port_trees.png
Scale bar: 20 µm.
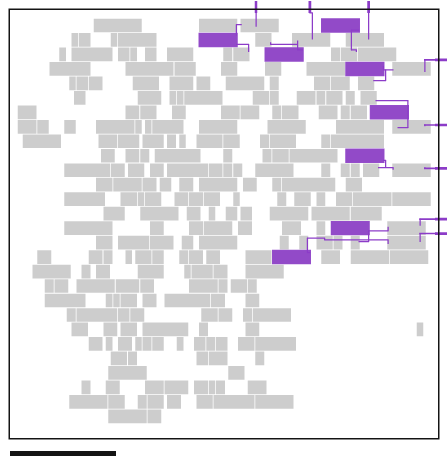
ff_map.png
Scale bar: 20 µm. Other sequential cells in the stronger grey, the rest of the logic in the fainter grey.
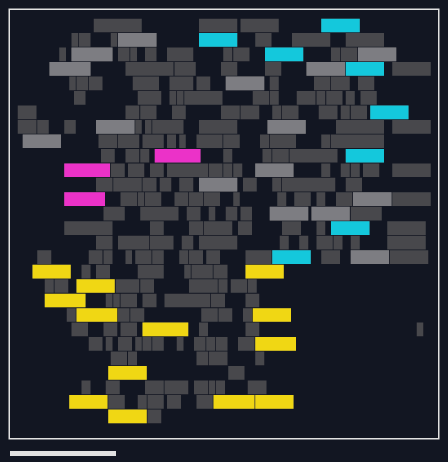
layers.png
Two of the layers only.
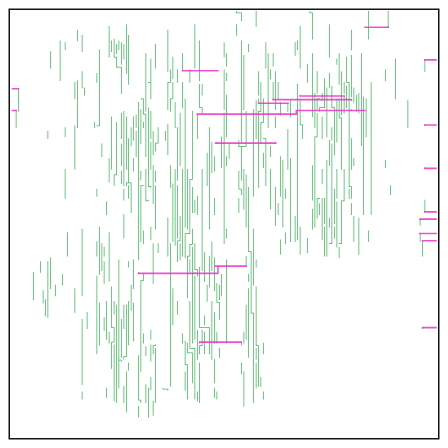
===== src/rtl/uart_receiver.sv =====
// UART receiver: 2-flop synchronizer, mid-bit sampling FSM, per-frame error flags.
// Optional parity bit is compiled in with `define UART_RX_PARITY_EN.
module uart_receiver #(
  parameter int CLK_FREQ   = 50000000,
  parameter int BAUD       = 9600,
  parameter int DATA_BITS  = 8,
  parameter int PARITY_ODD = 0
) (
  input  logic                 Clock_In,
  input  logic                 Reset,
  input  logic                 Rx_dataIn,
  output logic [DATA_BITS-1:0] Data_Out,
  output logic                 Data_Valid,
  output logic                 Parity_Error,
  output logic                 Framing_Error,
  output logic                 Busy
);

  localparam int CPB = CLK_FREQ / BAUD;
  localparam int TW  = $clog2(CPB);
  localparam int IW  = $clog2(DATA_BITS);

  localparam logic [TW-1:0] T_FULL = TW'(CPB - 1);
  localparam logic [TW-1:0] T_HALF = TW'(CPB / 2 - 1);
  localparam logic [IW-1:0] I_LAST = IW'(DATA_BITS - 1);

  if (CPB < 4 || DATA_BITS < 5 || DATA_BITS > 9 ||
      PARITY_ODD < 0 || PARITY_ODD > 1) begin : g_param_check
    $error("uart_receiver: illegal parameter set");
  end

  typedef enum logic [2:0] {
    S_IDLE,
    S_START,
    S_DATA,
    S_PARITY,
    S_STOP,
    S_BREAK
  } state_t;

  state_t               state_q, state_d;
  logic                 rx_m, rx_s;
  logic [TW-1:0]        timer_q, timer_d;
  logic [IW-1:0]        idx_q, idx_d;
  logic [DATA_BITS-1:0] shift_q, shift_d;
  logic [DATA_BITS-1:0] dout_q, dout_d;
  logic                 valid_q, valid_d;
  logic                 ferr_q, ferr_d;
  logic                 full_bit;

`ifdef UART_RX_PARITY_EN
  logic perr_q, perr_d;
  logic perr_out_q, perr_out_d;
`endif

  always_ff @(posedge Clock_In) begin
    if (!Reset) begin
      rx_m <= 1'b1;
      rx_s <= 1'b1;
    end else begin
      rx_m <= Rx_dataIn;
      rx_s <= rx_m;
    end
  end

  always_ff @(posedge Clock_In) begin
    if (!Reset) begin
      state_q    <= S_IDLE;
      timer_q    <= '0;
      idx_q      <= '0;
      shift_q    <= '0;
      dout_q     <= '0;
      valid_q    <= 1'b0;
      ferr_q     <= 1'b0;
`ifdef UART_RX_PARITY_EN
      perr_q     <= 1'b0;
      perr_out_q <= 1'b0;
`endif
    end else begin
      state_q    <= state_d;
      timer_q    <= timer_d;
      idx_q      <= idx_d;
      shift_q    <= shift_d;
      dout_q     <= dout_d;
      valid_q    <= valid_d;
      ferr_q     <= ferr_d;
`ifdef UART_RX_PARITY_EN
      perr_q     <= perr_d;
      perr_out_q <= perr_out_d;
`endif
    end
  end

  assign full_bit = (timer_q == T_FULL);

  always_comb begin
    state_d    = state_q;
    timer_d    = timer_q + TW'(1);
    idx_d      = idx_q;
    shift_d    = shift_q;
    dout_d     = dout_q;
    valid_d    = 1'b0;
    ferr_d     = ferr_q;
`ifdef UART_RX_PARITY_EN
    perr_d     = perr_q;
    perr_out_d = perr_out_q;
`endif
    unique case (state_q)
      S_IDLE: begin
        timer_d = '0;
        if (!rx_s) state_d = S_START;
      end
      S_START: begin
        if (timer_q == T_HALF) begin
          timer_d = '0;
          idx_d   = '0;
`ifdef UART_RX_PARITY_EN
          perr_d  = 1'b0;
`endif
          state_d = rx_s ? S_IDLE : S_DATA;
        end
      end
      S_DATA: begin
        if (full_bit) begin
          timer_d = '0;
          shift_d = {rx_s, shift_q[DATA_BITS-1:1]};
          if (idx_q == I_LAST) begin
`ifdef UART_RX_PARITY_EN
            state_d = S_PARITY;
`else
            state_d = S_STOP;
`endif
          end else begin
            idx_d = idx_q + IW'(1);
          end
        end
      end
`ifdef UART_RX_PARITY_EN
      S_PARITY: begin
        if (full_bit) begin
          timer_d = '0;
          perr_d  = rx_s ^ (^shift_q) ^ PARITY_ODD[0];
          state_d = S_STOP;
        end
      end
`endif
      S_STOP: begin
        if (full_bit) begin
          timer_d    = '0;
          dout_d     = shift_q;
          valid_d    = 1'b1;
          ferr_d     = !rx_s;
`ifdef UART_RX_PARITY_EN
          perr_out_d = perr_q;
`endif
          // A low stop bit is treated as a line break until rx returns high
          state_d    = rx_s ? S_IDLE : S_BREAK;
        end
      end
      S_BREAK: begin
        timer_d = '0;
        if (rx_s) state_d = S_IDLE;
      end
      default: begin
        timer_d = '0;
        state_d = S_IDLE;
      end
    endcase
  end

  assign Data_Out      = dout_q;
  assign Data_Valid    = valid_q;
  assign Framing_Error = ferr_q;
  assign Busy          = (state_q != S_IDLE);
`ifdef UART_RX_PARITY_EN
  assign Parity_Error  = perr_out_q;
`else
  assign Parity_Error  = 1'b0;
`endif

endmodule


===== config.mk =====
export PLATFORM = sky130hd
export DESIGN_NAME = uart_receiver
export DESIGN_NICKNAME = d
export VERILOG_FILES = /design/src/rtl/uart_receiver.sv
export SDC_FILE = /design/constraint.sdc
export NUM_CORES = 1
export LEC_CHECK = 0
export ABC_AREA = 0
export ABC_CLOCK_PERIOD_IN_PS = 1520
export CAP_MARGIN = 20
export CORE_UTILIZATION = 30
export DETAILED_ROUTE_END_ITERATION = 10
export PLACE_DENSITY = 0.47
export SLEW_MARGIN = 20
export SYNTH_ARGS = -nofsm -noshare
export SYNTH_HDL_FRONTEND = slang
export SYNTH_SLANG_ARGS = --single-unit

===== constraint.sdc =====
create_clock -name Clock_In -period 1.52 [get_ports Clock_In]
set_input_delay 0.152 -clock Clock_In [delete_from_list [all_inputs] [get_ports Clock_In]]
set_output_delay 0.152 -clock Clock_In [all_outputs]
set_load 0.1 [all_outputs]

==> flow_summary.json <==
{
  "status": "complete, but fails checks",
  "violations": "setup timing",
  "yosys_warnings": 0,
  "synth_cells": 207,
  "worstHoldStart": "Rx_dataIn",
  "layout_top_cell": "buf_4",
  "worstSetupPathType": "flop to flop",
  "core_um2": 5921,
  "dp_hpwl_mm": 2.914,
  "critPathRequiredTime_ns": 1.71,
  "finalMaxSlewViolations": 0,
  "ir_drop_mv": 0.3748,
  "die_width_um": 80.43,
  "clock-skew-final_ns": 0.006889,
  "max_freq_mhz": 620.3,
  "area_leaders": "dfxtp_1 (42%), nand3_1 (5.2%), a21oi_1 (4.9%), o21ai_0 (4.6%), nor3_1 (3.8%)",
  "hold_violations": 0,
  "setup_viol_count_final": 35,
  "whs_endpoint": "rx_m",
  "fin_nets": 262,
  "powerDensity_nw_per_um2": 706.1,
  "clkLatencyLatePin_ns": 0.30,
  "ys_cells": 207,
  "first_pass_iters": 4,
  "drv_cap": 0,
  "ys_types": 46,
  "edf_count": 0,
  "ys.flops": 39,
  "drc": 0,
  "slew_headroom": 0.6495,
  "fp_nets": 213,
  "final_cell_mix": "buf_4 (34), dfxtp_1 (29), buf_12 (15)",
  "clock_path_buffers": 2,
  "fin_util": 0.4856,
  "top_area_cell": "dfxtp_1",
  "r2r_slack_ns": -0.09,
  "grt_pass1_vias": 1460,
  "drt_iter0_drc": 69,
  "yosys_most_used_dff": "dfxtp_1",
  "cp-end-kind": "flop",
  "antenna_found_initial": 0,
  "worstReg2RegStart": "timer_q[5]",
  "start_kind": "flop",
  "cts_tree": "done",
  "critPathArrivalTime_ns": 1.81,
  "cts_sinks": 39,
  "netlist_area_um2": 1846,
  "grt_pass1_wl_mm": 7.410,
  "die_area_um2": 6469,
  "hold_path_depth": 2,
  "root_buffer": "clkbuf_8",
  "gp_congestion": 0.7869,
  "drtAntennaViolNets": 0,
  "grt_max_degree": 19,
  "synthArstFlopShare": 0,
  "ys_seq_share": 0.4231,
  "rsz0062_at_grt": "true",
  "layout.cells.non_filler": 332,
  "p_leak_nw": 0.9872,
  "post-route-min-period_ns": 1.612,
  "numCtsBuffers": 5,
  "dp.cells": 315,
  "cts_hold_buf": 0,
  "r2r_end": "state_q[1]",
  "path_clk_slew_ns": 0.08,
  "via_per_inst": 5.160,
  "cp_max_fo": 6,
  "synth.avg_cell_area_um2": 8.916,
  "htree_num_levels": 2,
  "worstMarginPinSlew_ns": 0.5245,
  "gr-total-overflow": 0,
  "setup_slack_ns": -0.09202,
  "area_growth_syn_to_layout_pct": 55.80,
  "antenna_cells": 0,
  "ff2ff_path_depth": 5,
  "rows": 28,
  "layout-drive-gt1-share": 0.4708,
  "synth.top_cell.area_share": 0.4231,
  "place_ws_ns": -0.2086,
  "fp.dieH_um": 80.43,
  "fin_crit_sh": 1.061,
  "warning_count": 28,
  "hp-class": "input pin to flop",
  "fp_util": 0.3117,
  "synth-area-yosys_um2": 1846
}
Back to the opening pictures, port_trees.png:
Purple is Data_Out, bits 8, direction output, edge 5 east, 3 north, end cells 8, buffers 8, wire 105 µm.
IO Count: 15
Port Buf Inserts: 13

Back to the opening pictures, ff_map.png:
Yellow is timer_q, flops 13. Cyan is Data_Out, flops 8. Magenta is state_q, flops 3.
Another 15 sequential cells are not coloured.
Flop+latch power: 1.03 mW
Seq area share: 0.2785

Back to the opening pictures, layers.png:
Magenta is M3, wire length 133 µm. Green is M2, wire length 2,240 µm.
Avg WL per Cell: 13.99 µm
GRT Util Overall: 0.1514
via count: 1,713
Post-Route WL: 4.646 mm

[power by group]
group	switching, mW	total, mW	internal (mW)	leakage (nW)
Combinational	0.163	0.283	0.120	0.627
Sequential	0.00857	1.03	1.03	0.321
Clock	0.394	0.713	0.320	0.0402
Total	0.565	2.03	1.46	0.987
[kinds of logic after synthesis]
family / Yosys count / share of synthesized area
and+or+nand+nor: 84 / 0.2766
AOI/OAI and AO/OA: 49 / 0.1614
adders and majority gates: 3 / 0.02034
DFF: 39 / 0.4231
other: 1 / 0.002032
xor gates and xnor gates: 13 / 0.06170
buffers and inverters: 18 / 0.05492
[critical path, cell delays in order (launching register included)]
cell     delay [ns]
dfxtp_4        0.36
nor4b_4        0.39
nand4_4        0.20
buf_8          0.18
a21o_1         0.20
a31o_1         0.18
[worst max-delay path by stage]
stage	start	slack, ns	to
6_report	timer_q[5]	-0.09	state_q[1]
5_1_grt	timer_q[5]	-0.17	state_q[1]
4_1_cts	timer_q[11]	-0.04	state_q[1]
3_5_place_dp	timer_q[0]	-0.21	timer_q[2]
3_3_place_gp	timer_q[11]	-0.20	timer_q[10]
2_1_floorplan	idx_q[0]	0.02	state_q[0]
[cells in the mapped netlist (2+ instances only)]
| master | count |
|---|---|
| buf_2 | 6 |
| buf_4 | 3 |
| nand3_1 | 19 |
| o21ai_0 | 17 |
| o22ai_1 | 3 |
| nor2_1 | 7 |
| dfxtp_1 | 39 |
| nor3_1 | 14 |
| xnor2_1 | 8 |
| nand4_1 | 4 |
| clkbuf_1 | 5 |
| and4_1 | 2 |
| a21oi_1 | 18 |
| nand2b_1 | 5 |
| inv_1 | 2 |
| buf_6 | 2 |
| ha_1 | 3 |
| nand2_1 | 13 |
| and4bb_2 | 2 |
| nor4_1 | 4 |
| nor3b_1 | 2 |
| xor2_1 | 5 |
[through the flow]
step / power, mW / setup TNS, ns / hold slack (ns) / cell area, µm²
CTS: 2.046 / -0.4012 / 0.3986 / 2658
global placement: 1.298 / -2.805 / 0.3922 / 2371
global route: 2.123 / -4.596 / 0.4130 / 2875
finish: 2.030 / -1.666 / 0.4089 / 2875
detailed placement: 1.297 / -2.958 / 0.4018 / 2371
floorplan: 1.217 / 0 / 0.2535 / 1848
[routing by layer]
layer / routed length [µm] / GRT usage / vias up
li1: - / - / 854
met1: 2218 / 0.2131 / 829
met4: 52 / 0.04643 / 0
met2: 2242 / 0.2246 / 25
met5: 0 / 0 / -
met3: 133 / 0.03750 / 5
[sequential cells by signal, summed over array words and instances (netlist names)]
name and count:
Data_Out 8, Data_Valid 1, Framing_Error 1, idx_q 3
rx_m 1, rx_s 1, shift_q 8, state_q 3
timer_q 13
[repair_timing]
action	CTS	global route
gates resized	27	49
buffers inserted	5	1
endpoints found under the setup margin	21	38
gates cloned	2	2
pin swaps	7	33
hold endpoints to repair	0	0
[final cells by class]
type                    instances  area, µm²
fillers                       554       3045
clock buffers                   5      68.82
clock inverters                 3      20.02
flip-flops and latches         39      800.8
inverters                       2      7.507
well taps                      75      93.84
multi-input cells             150       1166
repair buffers                 58      718.2
Power figures rest on the tool's default switching activity, not on a simulated workload.
